**src/rtl/fas_pkg.sv**
```systemverilog
// Shared types and constants for the frequency-analysis chain:
// the serial-to-parallel stage, the FFT core and the parallel-to-serial unloader.
package fas_pkg;

    localparam int FAS_N     = 16;
    localparam int FAS_IDX_W = 4;
    localparam int FAS_DW    = 32;

    typedef struct packed {
        logic signed [15:0] re;
        logic signed [15:0] im;
    } fas_cplx_t;

    typedef enum logic {
        PTS_IDLE,
        PTS_STREAM
    } pts_state_t;

    function automatic logic [FAS_IDX_W-1:0] fas_bitrev4(input logic [FAS_IDX_W-1:0] v);
        return {v[0], v[1], v[2], v[3]};
    endfunction

endpackage

```
**src/rtl/fft_frame_pts_if.sv**
```systemverilog
// Bundle of the parallel frame input, the serial valid/ready output and status flags.
// slave is the unloader's view, master is the view of whoever drives and consumes it.
interface fft_frame_pts_if;
    import fas_pkg::*;

    logic                 fft_valid;
    logic [FAS_DW-1:0]    fft_d [FAS_N];
    logic                 out_ready;
    logic                 out_valid;
    logic [FAS_DW-1:0]    out_d;
    logic [FAS_IDX_W-1:0] out_idx;
    logic                 out_last;
    logic                 busy;
    logic                 ovf;
    logic                 ovf_clr;

    modport slave (
        input  fft_valid, fft_d, out_ready, ovf_clr,
        output out_valid, out_d, out_idx, out_last, busy, ovf
    );

    modport master (
        output fft_valid, fft_d, out_ready, ovf_clr,
        input  out_valid, out_d, out_idx, out_last, busy, ovf
    );

endinterface

```
**src/rtl/fft_frame_pts_ctrl.sv**
```systemverilog
// Frame sequencing for the unloader: IDLE/STREAM FSM, beat counter and sticky overflow.
// A new frame may only be taken while idle or on the very beat that drains the old one.
module fft_frame_pts_ctrl
    import fas_pkg::*;
(
    input  logic                 CLK,
    input  logic                 RST,
    input  logic                 fft_valid,
    input  logic                 out_ready,
    input  logic                 ovf_clr,
    output logic                 load,
    output logic [FAS_IDX_W-1:0] cnt,
    output logic                 out_valid,
    output logic                 busy,
    output logic                 ovf
);

    pts_state_t           state_reg, state_next;
    logic [FAS_IDX_W-1:0] cnt_reg, cnt_next;
    logic                 ovf_reg, ovf_next;
    logic                 xfer;
    logic                 last_xfer;
    logic                 load_int;
    logic                 drop;

    always_ff @(posedge CLK or posedge RST) begin
        if (RST) begin
            state_reg <= PTS_IDLE;
            cnt_reg   <= '0;
            ovf_reg   <= 1'b0;
        end else begin
            state_reg <= state_next;
            cnt_reg   <= cnt_next;
            ovf_reg   <= ovf_next;
        end
    end

    always_comb begin
        state_next = state_reg;
        cnt_next   = cnt_reg;
        xfer       = (state_reg == PTS_STREAM) && out_ready;
        last_xfer  = xfer && (cnt_reg == FAS_IDX_W'(FAS_N - 1));
        load_int   = fft_valid && ((state_reg == PTS_IDLE) || last_xfer);
        drop       = fft_valid && (state_reg == PTS_STREAM) && !last_xfer;

        if (load_int) begin
            state_next = PTS_STREAM;
            cnt_next   = '0;
        end else if (xfer) begin
            if (last_xfer) begin
                state_next = PTS_IDLE;
                cnt_next   = '0;
            end else begin
                cnt_next = cnt_reg + 1'b1;
            end
        end

        // A dropped frame in the same cycle as a clear must leave the flag set.
        ovf_next = ovf_reg;
        if (drop) begin
            ovf_next = 1'b1;
        end else if (ovf_clr) begin
            ovf_next = 1'b0;
        end
    end

    assign load      = load_int;
    assign cnt       = cnt_reg;
    assign out_valid = (state_reg == PTS_STREAM);
    assign busy      = (state_reg == PTS_STREAM);
    assign ovf       = ovf_reg;

endmodule

```
**src/rtl/fft_frame_pts.sv**
```systemverilog
// Parallel-to-serial unloader: captures a 16-word FFT frame and streams it word by word.
// Define PTS_BITREV_EN to read the ports in bit-reversed order (unscrambles a radix-2 DIT core).
module fft_frame_pts
    import fas_pkg::*;
(
    input  logic            CLK,
    input  logic            RST,
    fft_frame_pts_if.slave  bus
);

    logic                 load;
    logic [FAS_IDX_W-1:0] cnt;
    logic [FAS_IDX_W-1:0] rd_idx;
    logic                 out_valid;
    logic [FAS_DW-1:0]    frame_reg [FAS_N];
    fas_cplx_t            rd_word;

    fft_frame_pts_ctrl u_ctrl (
        .CLK       (CLK),
        .RST       (RST),
        .fft_valid (bus.fft_valid),
        .out_ready (bus.out_ready),
        .ovf_clr   (bus.ovf_clr),
        .load      (load),
        .cnt       (cnt),
        .out_valid (out_valid),
        .busy      (bus.busy),
        .ovf       (bus.ovf)
    );

    // Frame storage carries no reset; only the accepted-load strobe writes it.
    always_ff @(posedge CLK) begin
        if (load) begin
            for (int i = 0; i < FAS_N; i++) begin
                frame_reg[i] <= bus.fft_d[i];
            end
        end
    end

`ifdef PTS_BITREV_EN
    assign rd_idx = fas_bitrev4(cnt);
`else
    assign rd_idx = cnt;
`endif

    assign rd_word = fas_cplx_t'(frame_reg[rd_idx]);

    // Gating with out_valid keeps out_d at zero whenever no word is held, including reset.
    assign bus.out_d     = out_valid ? {rd_word.re, rd_word.im} : '0;
    assign bus.out_idx   = rd_idx;
    assign bus.out_last  = out_valid && (cnt == FAS_IDX_W'(FAS_N - 1));
    assign bus.out_valid = out_valid;

endmodule

```
**src/flat_wrapper.sv**
```systemverilog
// flat-port wrapper written by rule: the top's interface ports become plain ports
module fft_frame_pts_flat import fas_pkg::*;
  (CLK, RST, bus_fft_valid, bus_fft_d, bus_out_ready, bus_ovf_clr, bus_out_valid, bus_out_d, bus_out_idx, bus_out_last, bus_busy, bus_ovf);
  fft_frame_pts_if bus_i ();
  input  logic CLK;
  input  logic RST;
  input wire logic [$bits(bus_i.fft_valid)-1:0] bus_fft_valid;
  input wire logic [$bits(bus_i.fft_d)-1:0] bus_fft_d;
  input wire logic [$bits(bus_i.out_ready)-1:0] bus_out_ready;
  input wire logic [$bits(bus_i.ovf_clr)-1:0] bus_ovf_clr;
  output wire logic [$bits(bus_i.out_valid)-1:0] bus_out_valid;
  output wire logic [$bits(bus_i.out_d)-1:0] bus_out_d;
  output wire logic [$bits(bus_i.out_idx)-1:0] bus_out_idx;
  output wire logic [$bits(bus_i.out_last)-1:0] bus_out_last;
  output wire logic [$bits(bus_i.busy)-1:0] bus_busy;
  output wire logic [$bits(bus_i.ovf)-1:0] bus_ovf;
  assign bus_i.fft_valid = bus_fft_valid;
  assign bus_i.fft_d = {>>{bus_fft_d}};
  assign bus_i.out_ready = bus_out_ready;
  assign bus_i.ovf_clr = bus_ovf_clr;
  assign bus_out_valid = bus_i.out_valid;
  assign bus_out_d = bus_i.out_d;
  assign bus_out_idx = bus_i.out_idx;
  assign bus_out_last = bus_i.out_last;
  assign bus_busy = bus_i.busy;
  assign bus_ovf = bus_i.ovf;
  fft_frame_pts u_core (.CLK(CLK), .RST(RST), .bus(bus_i));
endmodule
```
**config.mk**
```make
export PLATFORM = sky130hd
export DESIGN_NAME = fft_frame_pts_flat
export DESIGN_NICKNAME = d
export VERILOG_FILES = /design/src/rtl/fas_pkg.sv /design/src/rtl/fft_frame_pts_if.sv /design/src/rtl/fft_frame_pts_ctrl.sv /design/src/rtl/fft_frame_pts.sv /design/src/flat_wrapper.sv
export SDC_FILE = /design/constraint.sdc
export NUM_CORES = 1
export LEC_CHECK = 0
export CAP_MARGIN = 20
export CORE_AREA = 2 2 219 221
export DETAILED_ROUTE_END_ITERATION = 7
export DIE_AREA = 0 0 221 223
export PLACE_DENSITY = 0.73
export SLEW_MARGIN = 20
export SYNTH_ARGS = -nofsm -noshare
export SYNTH_HDL_FRONTEND = slang
export SYNTH_SLANG_ARGS = --single-unit
```
**constraint.sdc**
```tcl
create_clock -name CLK -period 30.3 [get_ports CLK]
set_input_delay 6.06 -clock CLK [delete_from_list [all_inputs] [get_ports CLK]]
set_output_delay 6.06 -clock CLK [all_outputs]
set_load 0.05 [all_outputs]
```
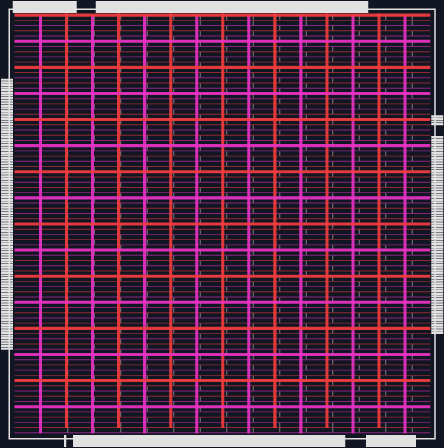
**Above:** power grid.
Pins as bars on the die edge. Tap cells in gray.
VDD: drawn in red. VSS: drawn in magenta.
15 straps on met4. The core has 80 rows. 615 tap cells. 557 signal pins sit on the boundary. 81 met1 rails follow the rows.

==> flow_summary.yaml <==
# generated from flow reports
critical_path:
  critical_path.endpoint_type: "output pin"
  cp_common_cell: "buf_4"
  cpLargestDelayFamily: "buffers and inverters"
  reg2reg_to: "u_core.frame_reg[6][18]$_DFFE_PN_"
  critical_path_cell_count: 7
  crit_chain: "buf_4 > buf_4 > mux2i_1 > a22oi_1 > nand2_1 > o22ai_1 > clkdlybuf4s50_1"
  crit_path_top_delay_cell: "clkdlybuf4s50_1"
die:
  initial_utilization_pct: 42.9
  die_w_um: 221
  well_tap_cells: 615
  floorplan.io_pins: 557
clock_network:
  cts_max_level: 2
  cts.sinks: 518
  clock_tree.buffer_depth: 3
power_and_ir_drop:
  total_leakage_power_nw: 9.74
  top_power_group: "registers"
  clockNetworkPower_uw: 692
  switching_component_of_the_power_uw: 745
route:
  highest_layer: "met4"
  drtPass1Iterations: 5
run:
  tool_warnings: 30
synth:
  synth.cellmix.simpleShare_pct: 1.48
  synthAoiAreaFrac_pct: 5.93
  post_synth.cell_area_avg_um2: 18.8
  synth_chip_area_um2: 20200
  yosys.area_share.adder_pct: 0.0619
  synthTopLogicFamily: "multiplexers"
  top_cell: "edfxtp_1"
  synth_stat.cells: 1073
hold_path:
  worst_hold_startpoint: "u_core.u_ctrl.ovf$_DFFE_PP0P_"
  worstHoldPathCells: 2
  hold_end: "u_core.u_ctrl.ovf$_DFFE_PP0P_"
cells_and_area:
  seq_area_um2: 15500
  fraction_of_standard_cell_area_in_multi_input_logic_pct: 14.8
  layout.non_clock_buffers: 569
  layout.area.top_class: "flip-flops and latches"
  layout.filler_cells: 3544
place:
  io_buffer_count: 556
  routabilityCongestion: 0.884
grt:
  grt_pass1_vias: 12500
  antenna_found_initial: 14
  grt_first_pass_wirelength_um: 83200
timing:
  unrepaired_setup_endpoints_after_global_routing: "false"
  max_slew.worst_pin.slew_ns: 1.20
status:
  run_status: "finished, final reports clean"
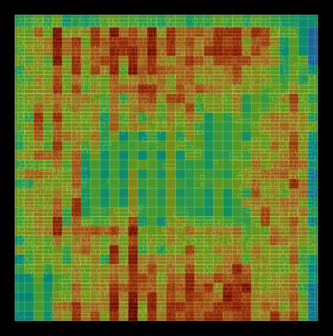
**Above:** congestion heat map.
final core utilization: 59.4%
met2 global-route usage: 38.2%
average wire length per cell after detail routing: 25.3 µm
grt met1 use: 30.4%

